## src/rtl/cpu_loader_if.sv

```systemverilog
// Byte-stream link from the host into the program loader.
// The host (master) drives data/valid; the loader (slave) returns ready.
interface cpu_loader_if;
  logic [7:0] data;
  logic       valid;
  logic       ready;

  modport master (output data, output valid, input ready);
  modport slave  (input data, input valid, output ready);
endinterface

```

## src/rtl/cpu_loader.sv

```systemverilog
// Framed program loader for cpu_cpu: HDR LEN P[0..LEN-1] CSUM -> 256-bit code image.
// code updates one edge after CSUM is accepted; ready drops only during the one-cycle COMMIT.
module cpu_loader #(
  parameter int         cpu_code_sz  = 256,
  parameter int         cpu_load_max = cpu_code_sz / 8,
  parameter logic [7:0] cpu_load_hdr = 8'hA5
) (
  input  logic                   clk,
  input  logic                   reset,
  cpu_loader_if.slave            in_if,
  output logic [cpu_code_sz-1:0] code,
  output logic                   cpu_reset,
  output logic                   busy,
  output logic                   err
);

  localparam int         aw    = $clog2(cpu_code_sz);
  localparam logic [7:0] max_b = 8'(cpu_load_max);

  typedef enum logic [2:0] {
    IDLE,
    LEN,
    DATA,
    CSUM,
    COMMIT
  } state_t;

  state_t                 state;
  logic [cpu_code_sz-1:0] shadow;
  logic [5:0]             len;
  logic [5:0]             cnt;
  logic [7:0]             sum;
  logic                   xfer;
  logic [aw-1:0]          bidx;

  assign in_if.ready = (state != COMMIT);
  assign xfer        = in_if.valid && in_if.ready;
  assign bidx        = aw'({cnt, 3'b000});

  always_ff @(posedge clk or negedge reset) begin
    if (!reset) begin
      state     <= IDLE;
      shadow    <= '0;
      code      <= '0;
      len       <= '0;
      cnt       <= '0;
      sum       <= '0;
      cpu_reset <= 1'b1;
      busy      <= 1'b0;
      err       <= 1'b0;
    end else begin
      case (state)
        IDLE: begin
          if (xfer && in_if.data == cpu_load_hdr) begin
            state <= LEN;
            busy  <= 1'b1;
            err   <= 1'b0;
          end
        end

        LEN: begin
          if (xfer) begin
            if (in_if.data == 8'd0 || in_if.data > max_b) begin
              // Bad length leaves a running CPU running.
              err   <= 1'b1;
              busy  <= 1'b0;
              state <= IDLE;
            end else begin
              len       <= in_if.data[5:0];
              cnt       <= '0;
              sum       <= '0;
              shadow    <= '0;
              cpu_reset <= 1'b1;
              state     <= DATA;
            end
          end
        end

        DATA: begin
          if (xfer) begin
            shadow[bidx +: 8] <= in_if.data;
            sum               <= sum + in_if.data;
            cnt               <= cnt + 6'd1;
            if (cnt == len - 6'd1) begin
              state <= CSUM;
            end
          end
        end

        CSUM: begin
          if (xfer) begin
            if (in_if.data == sum) begin
              state <= COMMIT;
            end else begin
              err   <= 1'b1;
              busy  <= 1'b0;
              state <= IDLE;
            end
          end
        end

        COMMIT: begin
          code      <= shadow;
          cpu_reset <= 1'b0;
          busy      <= 1'b0;
          state     <= IDLE;
        end

        default: begin
          busy  <= 1'b0;
          state <= IDLE;
        end
      endcase
    end
  end

endmodule
```

## src/flat_wrapper.sv

```systemverilog
// flat-port wrapper written by rule: the top's interface ports become plain ports
module cpu_loader_flat 
#(
  parameter int         cpu_code_sz  = 256,
  parameter int         cpu_load_max = cpu_code_sz / 8,
  parameter logic [7:0] cpu_load_hdr = 8'hA5
)
  (clk, reset, code, cpu_reset, busy, err, in_if_data, in_if_valid, in_if_ready);
  cpu_loader_if in_if_i ();
  input  logic clk;
  input  logic reset;
  output logic [cpu_code_sz-1:0] code;
  output logic cpu_reset;
  output logic busy;
  output logic err;
  input wire logic [$bits(in_if_i.data)-1:0] in_if_data;
  input wire logic [$bits(in_if_i.valid)-1:0] in_if_valid;
  output wire logic [$bits(in_if_i.ready)-1:0] in_if_ready;
  assign in_if_i.data = in_if_data;
  assign in_if_i.valid = in_if_valid;
  assign in_if_ready = in_if_i.ready;
  cpu_loader #(.cpu_code_sz(cpu_code_sz), .cpu_load_max(cpu_load_max), .cpu_load_hdr(cpu_load_hdr)) u_core (.clk(clk), .reset(reset), .in_if(in_if_i), .code(code), .cpu_reset(cpu_reset), .busy(busy), .err(err));
endmodule
```

## config.mk

```make
export PLATFORM = sky130hd
export DESIGN_NAME = cpu_loader_flat
export DESIGN_NICKNAME = d
export VERILOG_FILES = /design/src/rtl/cpu_loader_if.sv /design/src/rtl/cpu_loader.sv /design/src/flat_wrapper.sv
export SDC_FILE = /design/constraint.sdc
export NUM_CORES = 1
export LEC_CHECK = 0
export CORE_MARGIN = 5
export CORE_UTILIZATION = 55
export DETAILED_ROUTE_END_ITERATION = 16
export PLACE_DENSITY = 0.79
export SYNTH_ARGS = -nofsm -noshare
export SYNTH_HDL_FRONTEND = slang
export SYNTH_SLANG_ARGS = --single-unit
```

## constraint.sdc

```tcl
create_clock -name clk -period 3.8 [get_ports clk]
set_input_delay 0.76 -clock clk [delete_from_list [all_inputs] [get_ports clk]]
set_output_delay 0.76 -clock clk [all_outputs]
set_load 0.01 [all_outputs]
```

Figure 1. Signal metal coverage by tile.
Drawn at 2 px/um. 21 x 21 tiles, from dark purple (low) to yellow (high), scaled to the fullest tile. Values are wire area over tile area, all layers added.
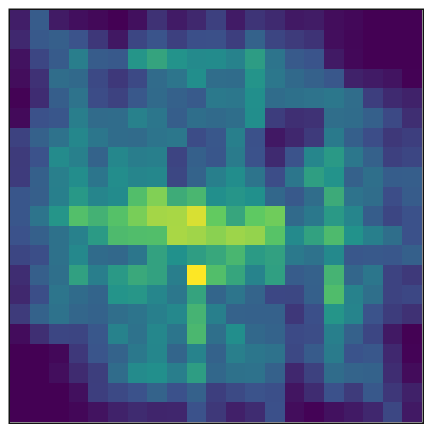
The densest ninth of the die: center. The mean over all tiles is 0.24. 6.1% of the tiles are nearly empty. The fullest tile reaches 0.75. The emptiest ninth of the die: upper right. 15% of the tiles are over half the peak.

Figure 2. Sizing map.
Drawn at 1.5 px/um.
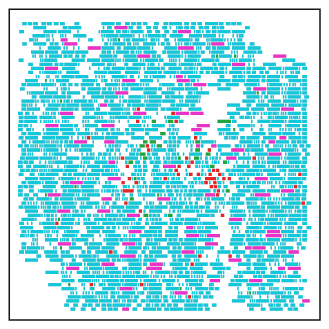
Key: drive 2 = green [cells 38, share 1.6%, most used clkinv_2]; drive 3 to 4 = red [cells 52, share 2.2%, most used buf_4]; drive 6 and up = magenta [cells 78, share 3.3%, most used clkbuf_16]; drive 1 or less = cyan [cells 2201, share 93%, most used nand2_1]
P&R area growth vs syn: 24.4%
setup slack after layout: 0.354 ns
design area: 26300 um^2

Figure 3. Clock nets.
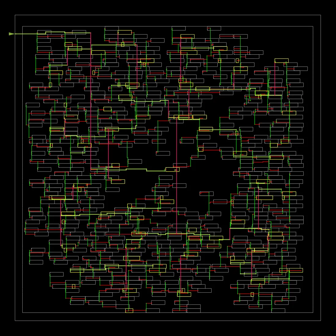
power in the clock group: 5250 uW
Num CTS Buffers: 51
latest clock arrival within the worst-skew pair: 0.57 ns

Figure 4. Met3 routing.
Drawn at 2 px/um. Cells faint in the background.
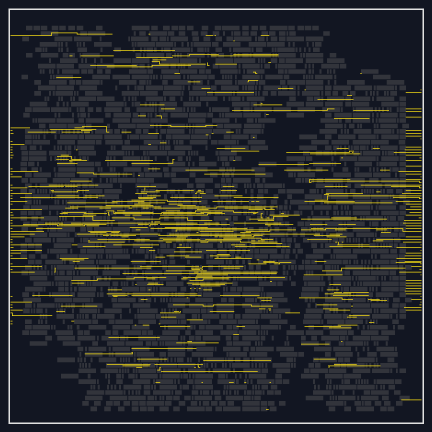
312 nets have wire on it. The layer holds 9.3% of the routed length. The wires run mostly horizontal. The longest straight run is 76.8 um.

==> impl_metrics.json <==
{
  "top_cells_by_count": "881 x nand2_1, 537 x dfrtp_1, 100 x clkbuf_1",
  "nNonClkBuffers": 324,
  "relSlewSlack_pct": 19.9,
  "yosys.area.top_type_share_pct": 63.5,
  "wl_met3_mm": 5.68,
  "die_w_um": 206,
  "biggestCellCategory": "sequential cells",
  "final_layout_size_suffix_gt1_share_pct": 7.09,
  "regArea_um2": 13500,
  "irDropWorstVdd_uv": 377,
  "placed_cell_area_um2": 24600,
  "drv_cap": 0,
  "final_cell_mix": "881 x nand2_1, 537 x dfrtp_1, 269 x clkdlybuf4s50_1",
  "nFlopsAndLatches": 538,
  "path_cells": "inv_1, ha_1, nor4b_1, nor2_1, nand2_1, nor2_1, a22o_1",
  "p_seq_share_pct": 44.4,
  "setup_violations": 0,
  "rr_worst_depth": 7,
  "power-per-cell-area_nw_per_um2": 527,
  "tritoncts": "done",
  "ctsResizeCount": 0,
  "area_leaders": "dfrtp_1 63%, nand2_1 16%, a22o_1 4.0%",
  "fin_total_pwr_uw": 13900,
  "timing.critical_path.buf_inv": 1,
  "topCombFamilyByArea": "simple AND/OR/NAND/NOR gates",
  "htreeDepth": 2,
  "synth_area_um2": 21200,
  "flop_cell": "dfrtp_1",
  "p_int_uw": 9770,
  "fp_util_pct": 56.0,
  "maxPowerGroup": "registers",
  "ys_warn_count": 0,
  "dpl.cell_count": 2785,
  "fin_crit_sh_pct": 90.7,
  "drtAntennaViolNets": 0,
  "synth-seq-cells": 538,
  "ff2ff_setup_slack_ns": 0.35,
  "fmax_ghz": 0.290,
  "cp-endpoint": "u_core.shadow[200]$_DFFE_PN0P_",
  "drt-vias-per-instance": 5.87,
  "io_pins": 271,
  "r2r_end": "u_core.shadow[200]$_DFFE_PN0P_",
  "tns_ns": 0,
  "drt-total-wl_mm": 61.2,
  "antenna_found_initial": 0,
  "rows": 71,
  "cp_max_fo": 14,
  "hold_viol_final": 0,
  "wl_met1_mm": 24.5,
  "syn-num-nets": 2091,
  "switching_share_pct": 29.6,
  "top_usage_layer": "met2",
  "grt_pass1_wl_mm": 96.8,
  "final.min_clock_period_ns": 3.45,
  "critPathSlowestCell": "nor4b_1",
  "yosys.area.top_type": "dfrtp_1",
  "p_comb_share_pct": 17.8,
  "pg_seq_uw": 6160,
  "gr-usage-met2_pct": 46.2,
  "fill_cells": 2781,
  "path_class": "reg -> reg",
  "design.core.area_um2": 37800,
  "inverters": 11,
  "mi_logic_area_um2": 7230,
  "top_cell": "nand2_1",
  "vias": 16915,
  "layout_top_cell": "nand2_1",
  "drt_iter0_drc": 1595,
  "insertedDiodeCount": 1,
  "clk_share_pct": 6.65,
  "grt_usage_pct": 28.8,
  "grt_use_met1_pct": 40.4,
  "hold_class": "in -> async",
  "pre_cts_slack_ns": 0.214,
  "place_hpwl_mm": 40.0,
  "p_switching_uw": 4110,
  "crit_family": "simple AND/OR/NAND/NOR gates",
  "gp_congestion": 0.950,
  "synthAoiAreaFrac_pct": 12.4,
  "synth_cell_types": 61,
  "cts_sinks": 538,
  "wl_met2_mm": 29.3,
  "yosys.area_share.adder_pct": 0.922,
  "routedWlPerCell_um": 21.2,
  "top_layer": "met4",
  "power.leakage_uw": 0.0129,
  "status": "complete, no violations",
  "synth.avg_cell_area_um2": 10.3,
  "overflow": 0,
  "ys_area_um2": 21200,
  "rsz0062_at_grt": "no",
  "crit_path_end_kind": "register",
  "crit_top_cell": "nor2_1",
  "cp-start-kind": "register",
  "bufAreaShareNonClock_pct": 12.2,
  "startpoint": "u_core.cnt[1]$_DFFE_PN0P_",
  "dr.pass1.iters": 7,
  "met3_usage_pct": 5.77,
  "grt_pass1_vias": 17140,
  "utilization_pct": 69.6,
  "reg_top3": "u_core.code x256, u_core.shadow x256, u_core.sum x8",
  "synth-xor-area-share_pct": 0.827,
  "die_h_um": 206,
  "postSynthCellCount": 2065,
  "final_max_slew_viol_count": 0,
  "fin_cells": 2881,
  "nMultiInputCombCells": 1401,
  "fin_nets": 2353,
  "post_cts_buffers": 0,
  "worst_slew_pin_slew_ns": 1.20,
  "synthArstFlopShare_pct": 100,
  "path_clk_slew_ns": 0.06,
  "critPathMaxStageDelay_ns": 0.87
}
Power figures rest on the tool's default switching activity, not on a simulated workload.
